<file path="src/rtl/mem_req_buffer.sv">
// mem_req_buffer
//   Decouples the request arbiter from main memory. Requests {rw, addr, tag}
//   and write-data beats {bits, mask} are queued in two independent in-order
//   FIFOs. All mem_* fields come straight from FIFO storage (no fall-through).
//   Read issue is throttled to MAX_RD reads in flight. Each read retires after
//   DATA_CYCLES response beats.
//
// Ports
//   clk, reset (async, active-low)
//   in_req_*   : upstream request handshake + fields (rw, addr, tag)
//   in_data_*  : upstream write-data handshake + fields (bits, mask)
//   mem_req_*  : head-of-queue request toward memory
//   mem_req_data_* : head-of-queue write-data beat toward memory
//   mem_resp_valid : response beat strobe from memory
//   rd_outstanding : reads issued and not yet fully answered
//   idle       : both FIFOs empty and nothing outstanding
//   resp_err   : sticky, a beat arrived while no read was outstanding
module mem_req_buffer #(
  parameter int ADDR_BITS   = 28,
  parameter int TAG_BITS    = 5,
  parameter int DATA_BITS   = 128,
  parameter int DEPTH       = 4,
  parameter int DATA_CYCLES = 4,
  parameter int MAX_RD      = 4
) (
  input  logic                   clk,
  input  logic                   reset,
  input  logic                   in_req_valid,
  output logic                   in_req_ready,
  input  logic                   in_req_rw,
  input  logic [ADDR_BITS-1:0]   in_req_addr,
  input  logic [TAG_BITS-1:0]    in_req_tag,
  input  logic                   in_data_valid,
  output logic                   in_data_ready,
  input  logic [DATA_BITS-1:0]   in_data_bits,
  input  logic [DATA_BITS/8-1:0] in_data_mask,
  output logic                   mem_req_valid,
  input  logic                   mem_req_ready,
  output logic                   mem_req_rw,
  output logic [ADDR_BITS-1:0]   mem_req_addr,
  output logic [TAG_BITS-1:0]    mem_req_tag,
  output logic                   mem_req_data_valid,
  input  logic                   mem_req_data_ready,
  output logic [DATA_BITS-1:0]   mem_req_data_bits,
  output logic [DATA_BITS/8-1:0] mem_req_data_mask,
  input  logic                   mem_resp_valid,
  output logic [3:0]             rd_outstanding,
  output logic                   idle,
  output logic                   resp_err
);

  localparam int PTR_W     = $clog2(DEPTH);
  localparam int CNT_W     = PTR_W + 1;
  localparam int BEAT_W    = $clog2(DATA_CYCLES);
  localparam int MASK_BITS = DATA_BITS / 8;
  localparam int REQ_W     = 1 + ADDR_BITS + TAG_BITS;
  localparam int DAT_W     = DATA_BITS + MASK_BITS;

  localparam logic [CNT_W-1:0]  FULL_CNT   = CNT_W'(DEPTH);
  localparam logic [CNT_W-1:0]  ZERO_CNT   = {CNT_W{1'b0}};
  localparam logic [CNT_W-1:0]  ONE_CNT    = CNT_W'(1'b1);
  localparam logic [PTR_W-1:0]  ONE_PTR    = PTR_W'(1'b1);
  localparam logic [BEAT_W-1:0] LAST_BEAT  = BEAT_W'(DATA_CYCLES - 1);
  localparam logic [BEAT_W-1:0] ONE_BEAT   = BEAT_W'(1'b1);
  localparam logic [3:0]        MAX_RD_CNT = 4'(MAX_RD);

  // Storage (no reset needed: contents are only observed when the count says valid)
  logic [REQ_W-1:0] req_mem_r [DEPTH];
  logic [DAT_W-1:0] dat_mem_r [DEPTH];

  logic [PTR_W-1:0]  req_wr_ptr_r, req_rd_ptr_r, dat_wr_ptr_r, dat_rd_ptr_r;
  logic [CNT_W-1:0]  req_cnt_r, dat_cnt_r;
  logic [BEAT_W-1:0] beat_cnt_r;
  logic [3:0]        rd_out_r;
  logic              resp_err_r;

  logic req_push_s, req_pop_s, dat_push_s, dat_pop_s;
  logic rd_inc_s, rd_dec_s, resp_ok_s, resp_bad_s;
  logic req_empty_s, dat_empty_s;

  // Handshakes, head-of-queue fields and status outputs
  always_comb begin
    req_empty_s        = (req_cnt_r == ZERO_CNT);
    dat_empty_s        = (dat_cnt_r == ZERO_CNT);
    in_req_ready       = (req_cnt_r != FULL_CNT);
    in_data_ready      = (dat_cnt_r != FULL_CNT);
    {mem_req_rw, mem_req_addr, mem_req_tag}  = req_mem_r[req_rd_ptr_r];
    {mem_req_data_bits, mem_req_data_mask}   = dat_mem_r[dat_rd_ptr_r];
    // A write at the head is never blocked by the read limit.
    mem_req_valid      = !req_empty_s && (mem_req_rw || (rd_out_r < MAX_RD_CNT));
    mem_req_data_valid = !dat_empty_s;
    req_push_s         = in_req_valid && in_req_ready;
    req_pop_s          = mem_req_valid && mem_req_ready;
    dat_push_s         = in_data_valid && in_data_ready;
    dat_pop_s          = mem_req_data_valid && mem_req_data_ready;
    rd_inc_s           = req_pop_s && !mem_req_rw;
    resp_ok_s          = mem_resp_valid && (rd_out_r != 4'd0);
    resp_bad_s         = mem_resp_valid && (rd_out_r == 4'd0);
    rd_dec_s           = resp_ok_s && (beat_cnt_r == LAST_BEAT);
    rd_outstanding     = rd_out_r;
    resp_err           = resp_err_r;
    idle               = req_empty_s && dat_empty_s && (rd_out_r == 4'd0);
  end

  // FIFO storage writes
  always_ff @(posedge clk) begin
    if (req_push_s) begin
      req_mem_r[req_wr_ptr_r] <= {in_req_rw, in_req_addr, in_req_tag};
    end
    if (dat_push_s) begin
      dat_mem_r[dat_wr_ptr_r] <= {in_data_bits, in_data_mask};
    end
  end

  // Request FIFO pointers and occupancy
  always_ff @(posedge clk or negedge reset) begin
    if (!reset) begin
      req_wr_ptr_r <= {PTR_W{1'b0}};
      req_rd_ptr_r <= {PTR_W{1'b0}};
      req_cnt_r    <= ZERO_CNT;
    end else begin
      if (req_push_s) req_wr_ptr_r <= req_wr_ptr_r + ONE_PTR;
      if (req_pop_s)  req_rd_ptr_r <= req_rd_ptr_r + ONE_PTR;
      case ({req_push_s, req_pop_s})
        2'b10:   req_cnt_r <= req_cnt_r + ONE_CNT;
        2'b01:   req_cnt_r <= req_cnt_r - ONE_CNT;
        default: req_cnt_r <= req_cnt_r;
      endcase
    end
  end

  // Data FIFO pointers and occupancy
  always_ff @(posedge clk or negedge reset) begin
    if (!reset) begin
      dat_wr_ptr_r <= {PTR_W{1'b0}};
      dat_rd_ptr_r <= {PTR_W{1'b0}};
      dat_cnt_r    <= ZERO_CNT;
    end else begin
      if (dat_push_s) dat_wr_ptr_r <= dat_wr_ptr_r + ONE_PTR;
      if (dat_pop_s)  dat_rd_ptr_r <= dat_rd_ptr_r + ONE_PTR;
      case ({dat_push_s, dat_pop_s})
        2'b10:   dat_cnt_r <= dat_cnt_r + ONE_CNT;
        2'b01:   dat_cnt_r <= dat_cnt_r - ONE_CNT;
        default: dat_cnt_r <= dat_cnt_r;
      endcase
    end
  end

  // Read tracking: beat counter, outstanding reads, sticky stray-beat flag
  always_ff @(posedge clk or negedge reset) begin
    if (!reset) begin
      beat_cnt_r <= {BEAT_W{1'b0}};
      rd_out_r   <= 4'd0;
      resp_err_r <= 1'b0;
    end else begin
      // Stray beats (nothing outstanding) leave the beat counter untouched.
      if (resp_ok_s) beat_cnt_r <= beat_cnt_r + ONE_BEAT;
      if (resp_bad_s) resp_err_r <= 1'b1;
      case ({rd_inc_s, rd_dec_s})
        2'b10:   rd_out_r <= rd_out_r + 4'd1;
        2'b01:   rd_out_r <= rd_out_r - 4'd1;
        default: rd_out_r <= rd_out_r;
      endcase
    end
  end

endmodule
</file>
<file path="config.mk">
export PLATFORM = sky130hd
export DESIGN_NAME = mem_req_buffer
export DESIGN_NICKNAME = d
export VERILOG_FILES = /design/src/rtl/mem_req_buffer.sv
export SDC_FILE = /design/constraint.sdc
export NUM_CORES = 1
export LEC_CHECK = 0
export CORE_MARGIN = 2
export CORE_UTILIZATION = 50
export DETAILED_ROUTE_END_ITERATION = 7
export PLACE_DENSITY = 0.74
export SLEW_MARGIN = 30
export SYNTH_ARGS = -nofsm -noshare
export SYNTH_HDL_FRONTEND = slang
export SYNTH_SLANG_ARGS = --single-unit
</file>
<file path="constraint.sdc">
create_clock -name clk -period 13.94 [get_ports clk]
set_input_delay 2.788 -clock clk [delete_from_list [all_inputs] [get_ports clk]]
set_output_delay 2.788 -clock clk [all_outputs]
set_load 0.005 [all_outputs]
</file>
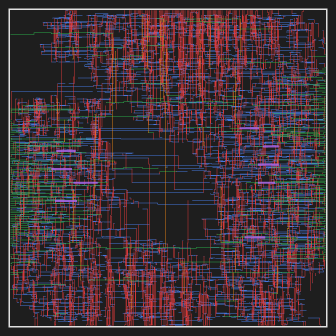
layers.png
color	layer	wire length
blue	M1	21.2 mm
purple	M5	120 µm
orange	M4	1110 µm
green	M3	4940 µm
red	M2	26.2 mm
wire length per cell: 23.94 µm
GRT Overall Usage: 19.52%
total detailed-routing wirelength: 53.62 mm
routed via count: 12420

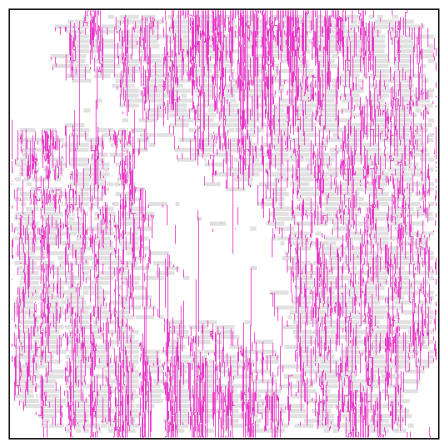
m2.png
Cells faint in the background.
wire length on this layer	26.2 mm
share of all routed wire	49%
nets with wire on the layer	1587
main direction	vertical
met2 Usage GRT: 30.75%

==> metrics.log <==
[flow] summary of implementation run
[metrics] met1 demand-to-capacity share in global routing: 25.63%
[metrics] instance count of the mapped netlist: 1057
[metrics] total number of warnings across the stage logs: 32
[metrics] Area Overhead vs Synth: 25.66%
[metrics] kind of end point of the critical path: output pin
[metrics] Die ar.: 0.05583 mm²
[metrics] type of the worst min-delay path: reg2reg
[metrics] share of cells above drive strength 1: 20.97%
[metrics] number of enable-type register cells in the synthesized netlist: 712
[metrics] Worst Setup EP: mem_req_data_mask[3]
[metrics] Final Max-Slew Violation Tally: 0
[metrics] Filler Cells Inserted: 3550
[metrics] Buf+Inv Stages, Crit Path: 3
[metrics] Flop pwr share: 42.5%
[metrics] average vias per placed instance: 5.542
[metrics] area of the core: 0.05360 mm²
[metrics] switching power share of the total: 26.64%
[metrics] proportion of synthesized flip-flops having asynchronous set or reset: 2.865%
[metrics] origin of the worst setup path: dat_rd_ptr_r[0]$_DFFE_PN0P_
[metrics] HPWL Detailed: 32.53 mm
[metrics] GP Congestion: 0.7382
[metrics] unrepaired setup endpoints after global routing: false
[metrics] number of storage elements in the synthesis netlist: 733
[metrics] first-pass GRT wire length: 80.94 mm
[metrics] total length of routed met2 wires: 26.21 mm
[metrics] antenna-violating nets left: 0
[metrics] Top Layout Cells: 712 x edfxtp_1, 371 x clkdlybuf4s50_1, 178 x mux4_2
[metrics] total power of the final layout: 7.237 mW
[metrics] DRC Markers: 0
[metrics] die boundary width: 236.3 µm
[metrics] critical path peak fanout: 49
[metrics] startpoint of the most critical register-to-register path: req_rd_ptr_r[0]$_DFFE_PN0P_
[metrics] category of the critical setup timing path: reg2out
[metrics] R2R depth: 8
[metrics] total non-filler cell area in the finished layout: 0.03390 mm²
[metrics] fraction of the yosys area taken by sequential cells: 81.19%
[metrics] Mean Syn Cell Area: 25.52 µm²
[metrics] post-synthesis instance area: 0.02698 mm²
[metrics] met1 routed wirelength after detailed routing: 21.24 mm
[metrics] met3 WL post-DR: 4.943 mm
[metrics] status: finished clean
[metrics] Peak Freq: 148.6 MHz
[metrics] RR Endpoint: rd_outstanding[3]$_DFFE_PN0P_
[metrics] post-cts hold-fix buffer tally: 0
[metrics] vias in the first global route: 13170
[metrics] worst setup margin: 7.210 ns
[metrics] data arrival time of the worst path: 3.94 ns
[metrics] share of the core filled by cells before placement: 50.33%
[metrics] required arrival time at the worst endpoint: 11.15 ns
[metrics] warning count from the yosys run: 0
[metrics] largest stage delay on the critical path: 0.72 ns
[metrics] placed cell count: 2099
[metrics] sequence of cells on the critical path: buf_4 > buf_6 > mux4_2 > clkdlybuf4s50_1
[metrics] most common logic cell in the routed design: edfxtp_1
[metrics] Post-Synthesis Net Count: 1259
[metrics] Stages on worst setup path: 4
[metrics] # clock sinks: 733
[metrics] Least-Margin Pin Slew: 0.9199 ns
[metrics] Chip Height: 236.3 µm
[metrics] Placement Cell Area: 0.03148 mm²
[metrics] critical path's top delay family: buffers and inverters
[metrics] Top cells by area: edfxtp_1 79%, mux4_2 15%, dfrtp_1 1.9%
[metrics] detailed router's first-iteration violation count: 811
[metrics] aggregate negative setup slack: 0 ns
[metrics] Cell Type Count: 38
[metrics] first drt pass iteration count: 5
[metrics] CTS tree: yes
[metrics] total congestion overflow: 0
[metrics] maximum count of clock buffers along a single path: 3
[metrics] register-to-register setup slack: 10.58 ns
[metrics] biggest area consumer among synthesized cells: edfxtp_1
[metrics] source of the worst hold timing path: dat_cnt_r[2]$_DFFE_PN0P_
[metrics] Hold Worst Slack: 0.4753 ns
[metrics] TritonCTS buffer count: 74
[metrics] PD cells: 213.5 mW/mm²
[metrics] final clock period utilization by the worst path: 48.28%
[metrics] post-synth top area share: 79.25%
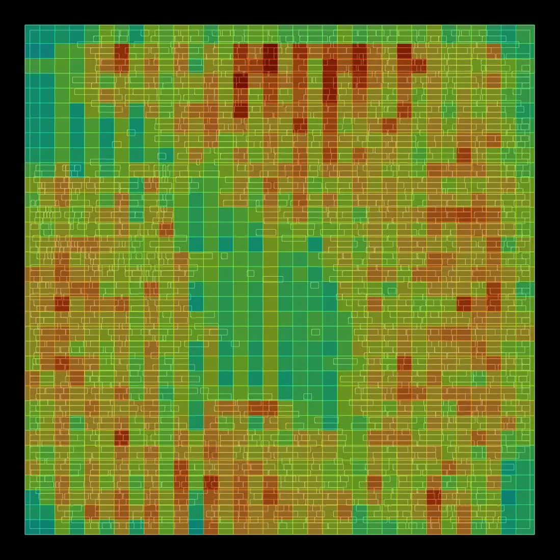
congestion_map.png
Post-Route Utilization: 63.25%
highest-utilization routing layer at the global route stage: met2

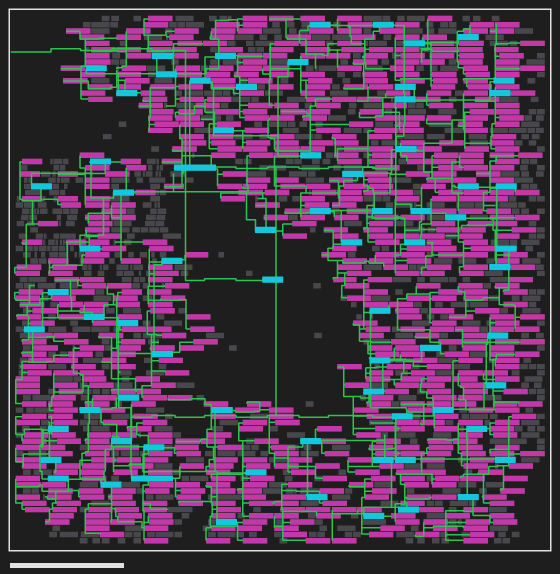
clock_wires.png
The bar under the picture is 50 µm long.
[cyan] clock-net drivers | count: 74
[magenta] flip-flops | count: 733
[green] clock wires | length: 7620 µm
routed clock nets	75
clock share of power: 26.5%
worst-skew pair later-pin latency: 0.60 ns
power of the clock network: 1.91 mW
Max Clock Skew: 0.01676 ns

-- cell type report --
type                            count  area, µm²  area share, %
Clock inverter                     36      346.6          1.022
Sequential cell                   733      21910          64.64
Clock buffer                      100       2033          5.997
Tap cell                          696      870.8          2.569
Timing Repair Buffer              388       3866          11.40
Antenna cell                        4      10.01        0.02953
Multi-Input combinational cell    266       4796          14.15
Inverter                           17      63.81         0.1882
-- power by group through the flow --
stage                     registers [mW]  clock network (mW)  logic [mW]
after floorplan                     3.08                   0        1.21
after global placement              3.10                   0        2.27
after detailed placement            3.12                   0        2.28
after CTS                           3.08                1.96        2.30
after global routing                3.11                2.05        2.41
final                               3.07                1.91        2.25
-- kinds of logic after synthesis --
logic type / Yosys count / synth area share [%]
AND-OR/OR-AND: 13 / 0.3432
XOR/XNOR: 14 / 0.4545
adder cells (fa/ha/maj): 17 / 0.8719
buffers and inverters: 58 / 1.104
flip-flops: 733 / 81.19
multiplexers: 185 / 15.16
AND/OR/NAND/NOR: 37 / 0.8718
-- Yosys cell counts, drive strengths merged (4+ instances only) --
master and instances:
and2 4, and3 9, buf 37, clkbuf 4, dfrtp 21, edfxtp 712, ha 14, inv 17
mux2 6, mux4 178, nand2 4, nor2 6, o21ai 4, xnor2 8, xor2 6
-- registers in the layout, indices dropped and copies added, names as in the netlist --
| signal | cells |
|---|---|
| dat_cnt_r | 3 |
| req_rd_ptr_r | 2 |
| req_mem_r | 136 |
| req_wr_ptr_r | 2 |
| resp_err | 1 |
| rd_outstanding | 4 |
| beat_cnt_r | 2 |
| req_cnt_r | 3 |
| dat_rd_ptr_r | 2 |
| dat_mem_r | 576 |
| dat_wr_ptr_r | 2 |
Power is estimated from default activity; no workload was simulated.
